$ cat src/rtl/paddle_motion.sv
// paddle_motion: per-frame paddle position integrator.
//
// Samples the move/up command on each frame_tick and steps the registered paddle
// position. Sustained motion in one direction ramps the step size by one pixel every
// ACCEL_FRAMES frames, up to MAX_SPEED. The position is clamped to [0, LIMIT], where
// LIMIT = SCREEN_H - PADDLE_H. A center pulse overrides any frame_tick in the same
// cycle and returns the paddle to LIMIT/2 at rest.
//
// Ports:
//   clock       in   system clock
//   reset_n     in   asynchronous active-low reset
//   frame_tick  in   one-cycle pulse per video frame
//   move        in   request motion this frame (sampled on frame_tick only)
//   up          in   direction: 1 = increasing y, 0 = decreasing y
//   center      in   one-cycle recenter request (wins over frame_tick)
//   paddle_y    out  top edge of the paddle, registered
//   speed       out  current step size, 0 when idle
//   at_top      out  registered, paddle_y == 0
//   at_bottom   out  registered, paddle_y == LIMIT
module paddle_motion #(
  parameter int unsigned PADDLE_H     = 48,
  parameter int unsigned SCREEN_H     = 480,
  parameter int unsigned MAX_SPEED    = 8,
  parameter int unsigned ACCEL_FRAMES = 4
) (
  input  logic       clock,
  input  logic       reset_n,
  input  logic       frame_tick,
  input  logic       move,
  input  logic       up,
  input  logic       center,
  output logic [9:0] paddle_y,
  output logic [3:0] speed,
  output logic       at_top,
  output logic       at_bottom
);

  localparam logic [9:0] Limit    = 10'(SCREEN_H - PADDLE_H);
  localparam logic [9:0] CenterY  = 10'((SCREEN_H - PADDLE_H) / 2);
  localparam logic [3:0] MaxSpeed = 4'(MAX_SPEED);
  localparam int unsigned CntW    = $clog2(ACCEL_FRAMES);
  localparam logic [CntW-1:0] CntLast = CntW'(ACCEL_FRAMES - 1);

  typedef enum logic [1:0] {StIdle, StInc, StDec} state_e;

  state_e          state_q, state_d;
  logic [9:0]      y_q, y_d;
  logic [3:0]      speed_q, speed_d;
  logic [CntW-1:0] cnt_q, cnt_d;
  logic            at_top_q, at_bottom_q;

  state_e      req_state;
  logic [3:0]  step;
  logic [10:0] y_sum;

  assign req_state = up ? StInc : StDec;
  assign y_sum     = {1'b0, y_q} + {7'b0, step};

  always_comb begin
    state_d = state_q;
    speed_d = speed_q;
    cnt_d   = cnt_q;
    y_d     = y_q;
    step    = 4'd0;

    if (center) begin
      state_d = StIdle;
      speed_d = 4'd0;
      cnt_d   = '0;
      y_d     = CenterY;
    end else if (frame_tick) begin
      if (!move) begin
        state_d = StIdle;
        speed_d = 4'd0;
        cnt_d   = '0;
      end else begin
        if (state_q != req_state) begin
          // New motion or reversal restarts the ramp at one pixel.
          state_d = req_state;
          speed_d = 4'd1;
          cnt_d   = CntW'(1);
          step    = 4'd1;
        end else begin
          // Step uses the pre-increment speed.
          step = speed_q;
          if (cnt_q == CntLast) begin
            cnt_d = '0;
            if (speed_q < MaxSpeed) begin
              speed_d = speed_q + 4'd1;
            end
          end else begin
            cnt_d = cnt_q + CntW'(1);
          end
        end

        if (up) begin
          y_d = (y_sum > {1'b0, Limit}) ? Limit : y_sum[9:0];
        end else begin
          y_d = (y_q < {6'b0, step}) ? 10'd0 : y_q - {6'b0, step};
        end
      end
    end
  end

  always_ff @(posedge clock or negedge reset_n) begin
    if (!reset_n) begin
      state_q     <= StIdle;
      y_q         <= CenterY;
      speed_q     <= 4'd0;
      cnt_q       <= '0;
      at_top_q    <= 1'b0;
      at_bottom_q <= 1'b0;
    end else begin
      state_q     <= state_d;
      y_q         <= y_d;
      speed_q     <= speed_d;
      cnt_q       <= cnt_d;
      // Flags track the next-state position so they align with paddle_y.
      at_top_q    <= (y_d == 10'd0);
      at_bottom_q <= (y_d == Limit);
    end
  end

  assign paddle_y  = y_q;
  assign speed     = speed_q;
  assign at_top    = at_top_q;
  assign at_bottom = at_bottom_q;

endmodule
$ cat config.mk
export PLATFORM = sky130hd
export DESIGN_NAME = paddle_motion
export DESIGN_NICKNAME = d
export VERILOG_FILES = /design/src/rtl/paddle_motion.sv
export SDC_FILE = /design/constraint.sdc
export NUM_CORES = 1
export LEC_CHECK = 0
export ABC_AREA = 1
export CAP_MARGIN = 20
export CELL_PAD_IN_SITES_DETAIL_PLACEMENT = 1
export CELL_PAD_IN_SITES_GLOBAL_PLACEMENT = 1
export CORE_UTILIZATION = 40
export DETAILED_ROUTE_END_ITERATION = 10
export PLACE_DENSITY = 0.88
export SETUP_SLACK_MARGIN = 0.05
export SYNTH_ARGS = -nofsm -noshare
export SYNTH_HDL_FRONTEND = slang
export SYNTH_SLANG_ARGS = --single-unit
$ cat constraint.sdc
create_clock -name clock -period 3.2 [get_ports clock]
set_input_delay 0.32 -clock clock [delete_from_list [all_inputs] [get_ports clock]]
set_output_delay 0.32 -clock clock [all_outputs]
set_load 0.1 [all_outputs]
==> Table 3: Implementation characteristics, run 1 <==
Implementation parameters

Parameter                              Value

Run status
  Run status    finished, violations left
  Failing checks    setup timing

Cells and area
  Fraction of area in clock buffers and inverters    0.0169
  Fillers    577
  Fraction of layout cells with a size suffix above 1    0.372
  Max FFs per register    10
  Combinational fraction of the cell area    0.490
  Most common library cell in the layout ignoring fill and taps    sky130_fd_sc_hd__nand2_1
  Final cell area excluding filler cells    2670 um^2
  Proportion of cell area occupied by registers    0.190

Power and ir drop
  Total power of the final layout    802 uW
  Clock network fraction of total power    0.221
  Register share of total power    0.358
  Switching part of the total    0.415
  Peak supply drop    between 0.00015 and 0.0002 V
  Biggest power consumer among the groups    combinational logic
  Net Sw Power    333 uW
  PD cells    300 nW/um^2

Detailed routing
  Via count normalized by instance count    5.82
  Routed length on met1    between 3000 and 4000 um
  Wire length on met2    4170 um
  Iteration-0 DRC Markers    ~150
  Remaining number of nets flagged by the antenna check after routing    0
  DRC viols    0

Clock network
  CTS-repair resized insts    17
  Number of hold-repair buffers added at the cts stage    0
  Clock buffer depth    2
  H-tree Lvls    1

GRT
  GRT overflow    0
  Vias in the first global route    2358
  Maximum number of pins on one net before global-route repair    21
  Met3 Resource Use GR    0.0231

Worst setup path
  Master of the slowest instance on the critical path    sky130_fd_sc_hd__fa_2
  Highest cell delay on the worst timing path    about 0.55 ns
  Critical path's top delay family    simple AND/OR/NAND/NOR gates
  Arrival time of data at the critical path endpoint    3.42 ns
  Cell repeated most along the worst path    sky130_fd_sc_hd__nand2_2
  Type of element capturing the critical path    flip-flop
  Reg2reg start    state_q[1]
  Buffering stage count on the worst path with inverters included    6
  Number of cells on the critical path    26
  Crit path max fanout    7

Yosys
  YS chip area    1870 um^2
  Yosys Warn Count    0
  Number of nets produced by synthesis    298
  Combinational family with the most area after synthesis    simple AND/OR/NAND/NOR gates
  Dominant cells by area after synthesis    sky130_fd_sc_hd__dfrtp_1 (21%), sky130_fd_sc_hd__nand2_1 (14%), sky130_fd_sc_hd__inv_1 (9.2%), sky130_fd_sc_hd__ha_1 (6.7%), sky130_fd_sc_hd__dfstp_2 (5.6%)
  Basic-gate share of the synthesized area counting and, or, nand and nor cells    0.367

Floorplan
  Die boundary width    around 70 um
  # Taps    52

Place
  Post-placement setup slack    -0.469 ns
  Gp weighted congestion    0.866

Final timing
  Setup TNS Final    -0.120 ns
  Highest clock rate    just over 300 MHz
  Slew of the pin with the lowest slew margin    around 0.97 ns
  Final worst-path setup slack    -0.0607 ns
  Final Setup Violations    2
  Tmin final    between 3 and 4 ns

Flow run
  Number of warnings in the stage logs    27

Worst hold path
  Hold Path Cell Cnt    2
  Worst Hold Endpoint    cnt_q[1]
Figure 1. Wire density map (run 1).
14 x 14 tiles, from dark purple (low) to yellow (high), scaled to the fullest tile. Values are wire area over tile area, all layers added.
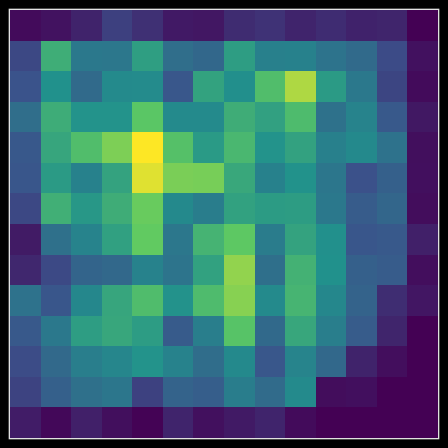
The mean over all tiles is 0.27. 30% of the tiles are over half the peak. The densest ninth of the die: center. The emptiest ninth of the die: south-east. 5.1% of the tiles are nearly empty.
Global Route Usage Sum: 0.292
average wire per standard cell: 20.5 um
wire length after detailed routing: 8180 um

Figure 2. Cell density map (run 1).
Scale bar: 20 um. 7 x 7 tiles, from dark purple (low) to yellow (high), 0 to 100% covered.
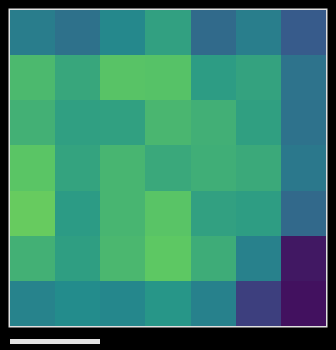
The mean over all tiles is 53%. The emptiest ninth of the die: south-east. 2.0% of the tiles are over 75% full.
CORE AREA: 4410 um^2
share of the core filled with cells: 0.605
Core Density at Floorplan: 0.423

Figure 3. Clock nets (run 1).
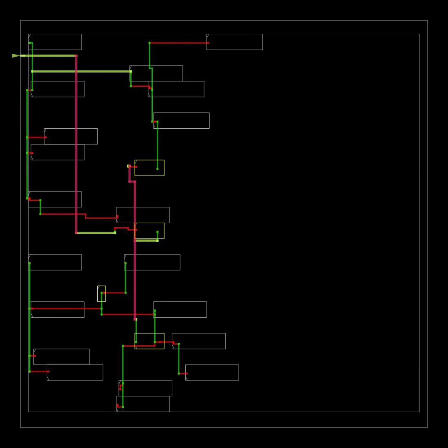
flip-flop and latch count: 20
Clock group: 177 uW
CTS buffer count: 3
insertion delay at the late pin of the worst-skew pair: 0.26 ns
worst clock skew: 0.00291 ns

Figure 4. Signal wires by layer (run 1).
Two of the layers only.
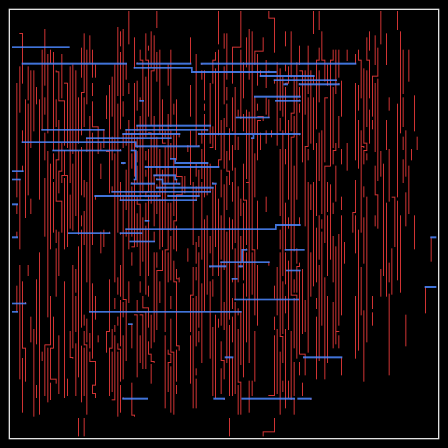
Red stands for metal 2, wire length 4170 um. Blue stands for metal 3, wire length 464 um.
via count: 2321

==> run 2: changes to the inputs <==
Settings changed: TNS_END_PERCENT set to 1.
Figure 5. Signal wires by layer (run 2).
Two of the layers only.
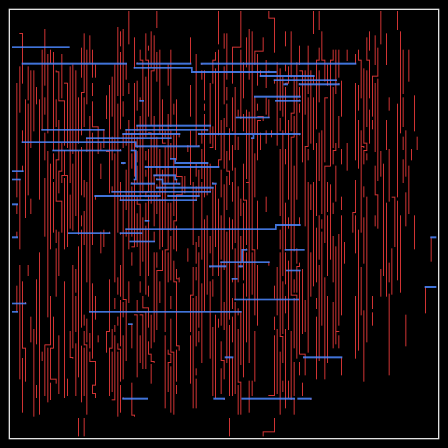
Red stands for metal 2, wire length 4170 um. Blue stands for metal 3, wire length 464 um.

Figure 6. Cell density map (run 2).
Scale bar: 20 um. 7 x 7 tiles, from dark purple (low) to yellow (high), 0 to 100% covered.
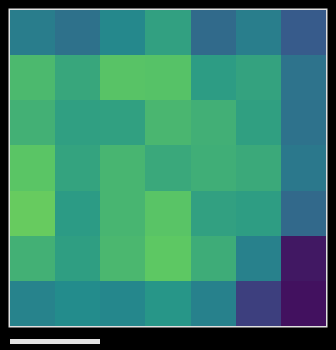
2.0% of the tiles are over 75% full. The fullest tile reaches 76%. The mean over all tiles is 53%.

==> run 2 against run 1 <==
Net effect: the run still ends with setup timing left; worst setup slack stayed put; via count unchanged; cell count stayed put; die area did not move; count of clock-buffer cells in the layout did not move; largest power group unchanged; largest cell class unchanged.
==> Table 3: Implementation characteristics, run 2 <==
Implementation parameters

Parameter                              Value

Run status
  Run status    finished, violations left
  Failing checks    setup timing

GRT
  Global Route Usage Sum    0.292 (unchanged)
  Highest-utilization routing layer at the global route stage    met2
  GRT overflow    0 (unchanged)
  Number of antenna violations at the first check in global routing    0
  Met1 usage in global routing    0.362
  Met3 Resource Use GR    0.0231 (unchanged)
  GR Util met2    0.523
  Maximum number of pins on one net before global-route repair    21 (unchanged)
  Vias in the first global route    2358 (unchanged)
  Global-route wire length before repair    11300 um

Final timing
  Tmin final    3.26 ns (unchanged)
  Worst rel slew slack    0.353
  Slew of the pin with the lowest slew margin    0.967 ns (unchanged)
  Final cycle utilization of the critical path    1.02
  Highest clock rate    307 MHz (unchanged)
  Final Setup Violations    2 (unchanged)
  Worst clock skew    0.00291 ns (unchanged)
  Setup TNS Final    -0.120 ns (unchanged)
  Number of endpoints with negative hold slack in the final report    0
  Final worst-path setup slack    -0.0607 ns (unchanged)
  Number of pins exceeding their max-slew limit in the final report    0
  Final Hold Slack    between 0.5 and 0.6 ns

Clock network
  Sink Count    20
  Number of post-CTS setup repair buffers    4
  Buffer type at the clock tree root    sky130_fd_sc_hd__clkbuf_8
  H-tree Lvls    1 (unchanged)
  CTS-repair resized insts    17 (unchanged)
  Insertion delay at the late pin of the worst-skew pair    0.26 ns (about the same)
  Clock tree from TritonCTS    yes
  CTS buffer count    3 (unchanged)
  Number of hold-repair buffers added at the cts stage    0 (unchanged)
  Clock buffer depth    2 (unchanged)

Power and ir drop
  Register share of total power    0.358 (about the same)
  Logic gate share of total power    0.421
  Internal power    between 400 and 500 uW
  Biggest power consumer among the groups    combinational logic
  Net Sw Power    333 uW (unchanged)
  Peak supply drop    0.000180 V (unchanged)
  Reported leakage power    0.00133 uW
  PD cells    300 nW/um^2 (unchanged)
  Clock network fraction of total power    0.221 (about the same)
  Total power of the final layout    802 uW (unchanged)
  Comb power    between 300 and 400 uW
  Power consumed by sequential cells    287 uW
  Switching part of the total    0.415 (unchanged)
  Clock group    177 uW (about the same)

Worst setup path
  Critical path's top delay family    simple AND/OR/NAND/NOR gates
  Type of origin of the critical path    flip-flop
  Number of cells on the critical path    26 (unchanged)
  Critical R2R Capture    at_bottom
  Master of the slowest instance on the critical path    sky130_fd_sc_hd__fa_2
  Capturing element of the worst setup path    at_bottom
  Buffering stage count on the worst path with inverters included    6 (unchanged)
  Highest cell delay on the worst timing path    0.55 ns (about the same)
  Reg2reg path depth    26
  Worst setup slack for register-to-register paths    -0.06 ns
  Type of element capturing the critical path    flip-flop
  Worst setup startpoint    state_q[1]
  Arrival time of data at the critical path endpoint    3.42 ns (about the same)
  Cell repeated most along the worst path    sky130_fd_sc_hd__nand2_2
  Reg2reg start    state_q[1]
  Crit path max fanout    7 (unchanged)

Detailed routing
  Wire length on met3    roughly 460 um
  Via count    2321 (unchanged)
  DRC viols    0 (unchanged)
  Remaining number of nets flagged by the antenna check after routing    0 (unchanged)
  Wire length on met2    4170 um (unchanged)
  Routed length on met1    3250 um (unchanged)
  Count of TritonRoute iterations in the first routing pass    4
  Average wire per standard cell    20.5 um (unchanged)
  Via count normalized by instance count    5.82 (unchanged)
  Iteration-0 DRC Markers    148 (unchanged)
  Wire length after detailed routing    8180 um (unchanged)

Yosys
  Mux frac, synth    0
  Portion of the post-synthesis area used by sequential elements    0.270
  Cell count in the Yosys report    280
  Basic-gate share of the synthesized area counting and, or, nand and nor cells    0.367 (unchanged)
  Yosys Warn Count    0 (unchanged)
  Post-Syn Area    1870 um^2
  Combinational family with the most area after synthesis    simple AND/OR/NAND/NOR gates
  Number of different library cells in the post-synthesis netlist    38
  Number of nets produced by synthesis    298 (unchanged)
  Library cell with the highest instance count after synthesis    sky130_fd_sc_hd__nand2_1
  YS chip area    1870 um^2 (unchanged)
  Top cell type's share of synthesized area    0.214
  Cell accounting for the most synthesized area    sky130_fd_sc_hd__dfrtp_1
  Number of enable flip-flop cells    0
  Area fraction in xor and xnor cells    0.0234
  Primary FF master, synth    sky130_fd_sc_hd__dfrtp_1
  Synth Register Bits    20
  Share of synthesized registers carrying an async set or reset    1.00
  Adders+Majority by Area    0.0884
  Dominant cells by area after synthesis    sky130_fd_sc_hd__dfrtp_1 (21%), sky130_fd_sc_hd__nand2_1 (14%), sky130_fd_sc_hd__inv_1 (9.2%), sky130_fd_sc_hd__ha_1 (6.7%), sky130_fd_sc_hd__dfstp_2 (5.6%)
  Most used standard cells in the synthesized netlist    sky130_fd_sc_hd__nand2_1 (71), sky130_fd_sc_hd__inv_1 (46), sky130_fd_sc_hd__nor2_1 (23), sky130_fd_sc_hd__nand3_1 (21), sky130_fd_sc_hd__dfrtp_1 (16)
  Average instance area after synthesis    6.68 um^2

Cells and area
  Top cells excl fill/tap    sky130_fd_sc_hd__nand2_1 (59), sky130_fd_sc_hd__buf_4 (48), sky130_fd_sc_hd__inv_1 (36)
  Share of the core filled with cells    0.605 (unchanged)
  Antenna diodes    0
  Proportion of cell area occupied by registers    0.190 (unchanged)
  Fraction of layout cells with a size suffix above 1    0.372 (unchanged)
  Largest cell class by area    multi-input combinational cells
  Fillers    577 (unchanged)
  Combinational fraction of the cell area    0.490 (unchanged)
  Max FFs per register    10 (unchanged)
  Final cell area excluding filler cells    2670 um^2 (unchanged)
  Final net count    around 370
  Clkbuf count    4
  Most common library cell in the layout ignoring fill and taps    sky130_fd_sc_hd__nand2_1
  Non-clock buffers    66
  Count of non-CTS inverters in the layout    about 53
  Fraction of area in non-clock buffers    0.204
  Combinational Area    1310 um^2
  Layout multi-input combinational cell count    between 200 and 250
  Filler-free cell count of the finished design    roughly 400
  Fraction of area in clock buffers and inverters    0.0169 (unchanged)
  Flip-flop and latch count    20 (unchanged)

Floorplan
  # Taps    52 (unchanged)
  Die Size    4950 um^2
  Die boundary width    70.4 um (unchanged)
  Placement Rows    24
  Vertical die dimension    70.4 um
  Core Density at Floorplan    0.423 (unchanged)
  CORE AREA    4410 um^2 (unchanged)
  Top Ports    22

Place
  Count of port buffers added during placement    21
  Post-placement setup slack    -0.469 ns (unchanged)
  Placed cells    387
  Post-DP HPWL    5380 um
  Gp weighted congestion    0.866 (unchanged)
  Area post-placement    2390 um^2

Flow run
  Number of warnings in the stage logs    27 (unchanged)
  Number of maximum-capacitance constraint violations    0

Worst hold path
  Hold Path Cell Cnt    2 (unchanged)
  Classification of the worst-slack hold path    flip-flop to flip-flop
  Worst Hold Endpoint    cnt_q[1]
  HP Start    cnt_q[1]
Figure 7. Sequential cells grouped by signal name (run 2).
Scale bar: 20 um.
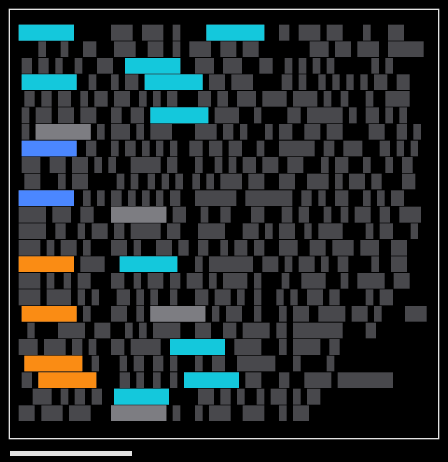

==> run 3: changes to the inputs <==
Clock period 3.2 ns to 3.9 ns, I/O delays scaled along.
Figure 8. Sequential cells grouped by signal name (run 3).
Scale bar: 20 um.
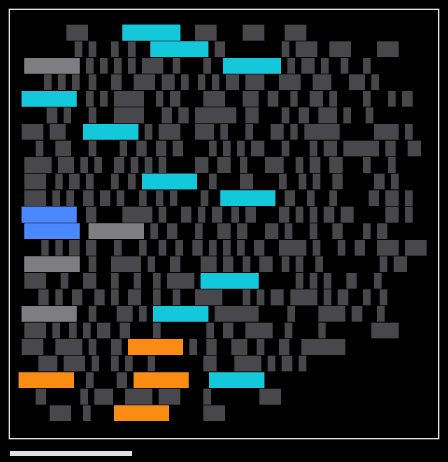
Blue stands for state_q, flops 2. Cyan stands for paddle_y, flops 10. Orange stands for speed, flops 4.
Another 4 sequential cells are not colored.
power consumed by sequential cells: 233 uW
proportion of cell area occupied by registers: 0.229
share of the core filled with cells: 0.500

Figure 9. Signal wires by layer (run 3).
Two of the layers only.
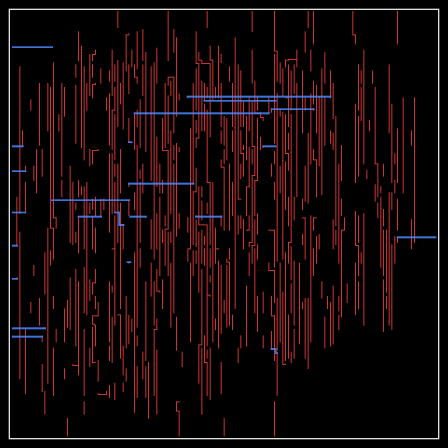
Blue stands for metal 3, wire length 135 um. Red stands for metal 2, wire length 2920 um.
Global Route Usage Sum: 0.251
wire length after detailed routing: 5830 um
average wire per standard cell: 16.3 um
via count: 1897

==> run 3 against run 2 <==
Net effect: the run now ends clean; flip-flop count unchanged; sequential share of layout area up 3.9 points; wire length down 29%; combinational power down 39%; worst setup slack better by 0.57 ns; sequential power down 19%; worst hold slack worse by 0.026 ns; count of clock-buffer cells in the layout unchanged; clock skew up 0.00064 ns; largest power group is now sequential cells.
==> Table 3: Implementation characteristics, run 3 <==
Implementation parameters

Parameter                              Value

Place
  Post-DP HPWL    4730 um (-12%)
  Placed cells    353 (-8.8%)
  Area post-placement    2150 um^2 (-10%)
  Count of port buffers added during placement    21 (unchanged)

Final timing
  Final cycle utilization of the critical path    0.871
  Number of endpoints with negative hold slack in the final report    0 (unchanged)
  Highest clock rate    around 300 MHz
  Final Setup Violations    0 (-2)
  Setup TNS Final    0 ns (+0.120 ns)
  Worst rel slew slack    0.347 (-0.00650)
  Worst clock skew    0.00355 ns (+0.000642 ns)
  Tmin final    3.40 ns
  Number of pins exceeding their max-slew limit in the final report    0 (unchanged)

Power and ir drop
  Clock network fraction of total power    0.275 (+0.054)
  Clock group    167 uW (-6%)
  Reported leakage power    0.00112 uW (-16%)
  Logic gate share of total power    0.341 (-0.080)
  Peak supply drop    0.000230 V (+28%)
  Switching part of the total    0.393 (-0.0223)
  Internal power    368 uW (-22%)
  Net Sw Power    238 uW (-29%)
  Total power of the final layout    606 uW (-24%)
  Comb power    206 uW (-39%)

GRT
  Met1 usage in global routing    0.336 (-0.0267)
  GRT overflow    0 (unchanged)
  Global-route wire length before repair    9800 um (-13%)
  Vias in the first global route    2029 (-14%)
  Highest-utilization routing layer at the global route stage    met2

Clock network
  Number of post-CTS setup repair buffers    0 (-4)
  Sink Count    20 (unchanged)
  CTS buffer count    3 (unchanged)
  CTS-repair resized insts    0 (-17)

Worst setup path
  Critical R2R Capture    at_top
  Critical path's top delay family    simple AND/OR/NAND/NOR gates
  Capturing element of the worst setup path    at_top
  Arrival time of data at the critical path endpoint    3.59 ns (+0.17 ns)
  Highest cell delay on the worst timing path    0.50 ns (-0.05 ns)
  Type of element capturing the critical path    flip-flop
  Number of cells on the critical path    22 (-15%)
  Type of origin of the critical path    input pin

Cells and area
  Top cells excl fill/tap    sky130_fd_sc_hd__nand2_1 (71), sky130_fd_sc_hd__inv_1 (46), sky130_fd_sc_hd__nor2_1 (22)
  Largest cell class by area    multi-input combinational cells
  Final cell area excluding filler cells    2210 um^2 (-17%)
  Max FFs per register    10 (unchanged)
  Combinational fraction of the cell area    0.520 (+0.0299)
  Fraction of area in non-clock buffers    0.107 (-0.0976)
  Non-clock buffers    24 (-64%)
  Final net count    324 (-11%)
  Antenna diodes    0 (unchanged)
  Flip-flop and latch count    20 (unchanged)
  Most common library cell in the layout ignoring fill and taps    sky130_fd_sc_hd__nand2_1
  Filler-free cell count of the finished design    357 (-11%)
  Combinational Area    1150 um^2 (-12%)
  Fillers    583 (+1.0%)

Yosys
  Synth Register Bits    20 (unchanged)
  Mux frac, synth    0 (unchanged)
  Portion of the post-synthesis area used by sequential elements    0.270 (unchanged)
  Number of enable flip-flop cells    0 (unchanged)
  Top cell type's share of synthesized area    0.214 (unchanged)
  Most used standard cells in the synthesized netlist    sky130_fd_sc_hd__nand2_1 (71), sky130_fd_sc_hd__inv_1 (46), sky130_fd_sc_hd__nor2_1 (23), sky130_fd_sc_hd__nand3_1 (21), sky130_fd_sc_hd__dfrtp_1 (16)
  Number of different library cells in the post-synthesis netlist    38 (unchanged)
  Adders+Majority by Area    0.0884 (unchanged)
  Combinational family with the most area after synthesis    simple AND/OR/NAND/NOR gates
  Yosys Warn Count    0 (unchanged)
  Library cell with the highest instance count after synthesis    sky130_fd_sc_hd__nand2_1

Detailed routing
  Count of TritonRoute iterations in the first routing pass    4 (unchanged)
  DRC viols    0 (unchanged)
  Wire length on met3    135 um (-71%)
  Remaining number of nets flagged by the antenna check after routing    0 (unchanged)
  Via count normalized by instance count    5.31 (-8.7%)

Floorplan
  Top Ports    22 (unchanged)
  # Taps    52 (unchanged)
  Placement Rows    24 (unchanged)

Run status
  Run status    finished, final reports clean

Worst hold path
  Hold Path Cell Cnt    2 (unchanged)

Flow run
  Number of maximum-capacitance constraint violations    0 (unchanged)
Power is estimated from default activity; no workload was simulated.
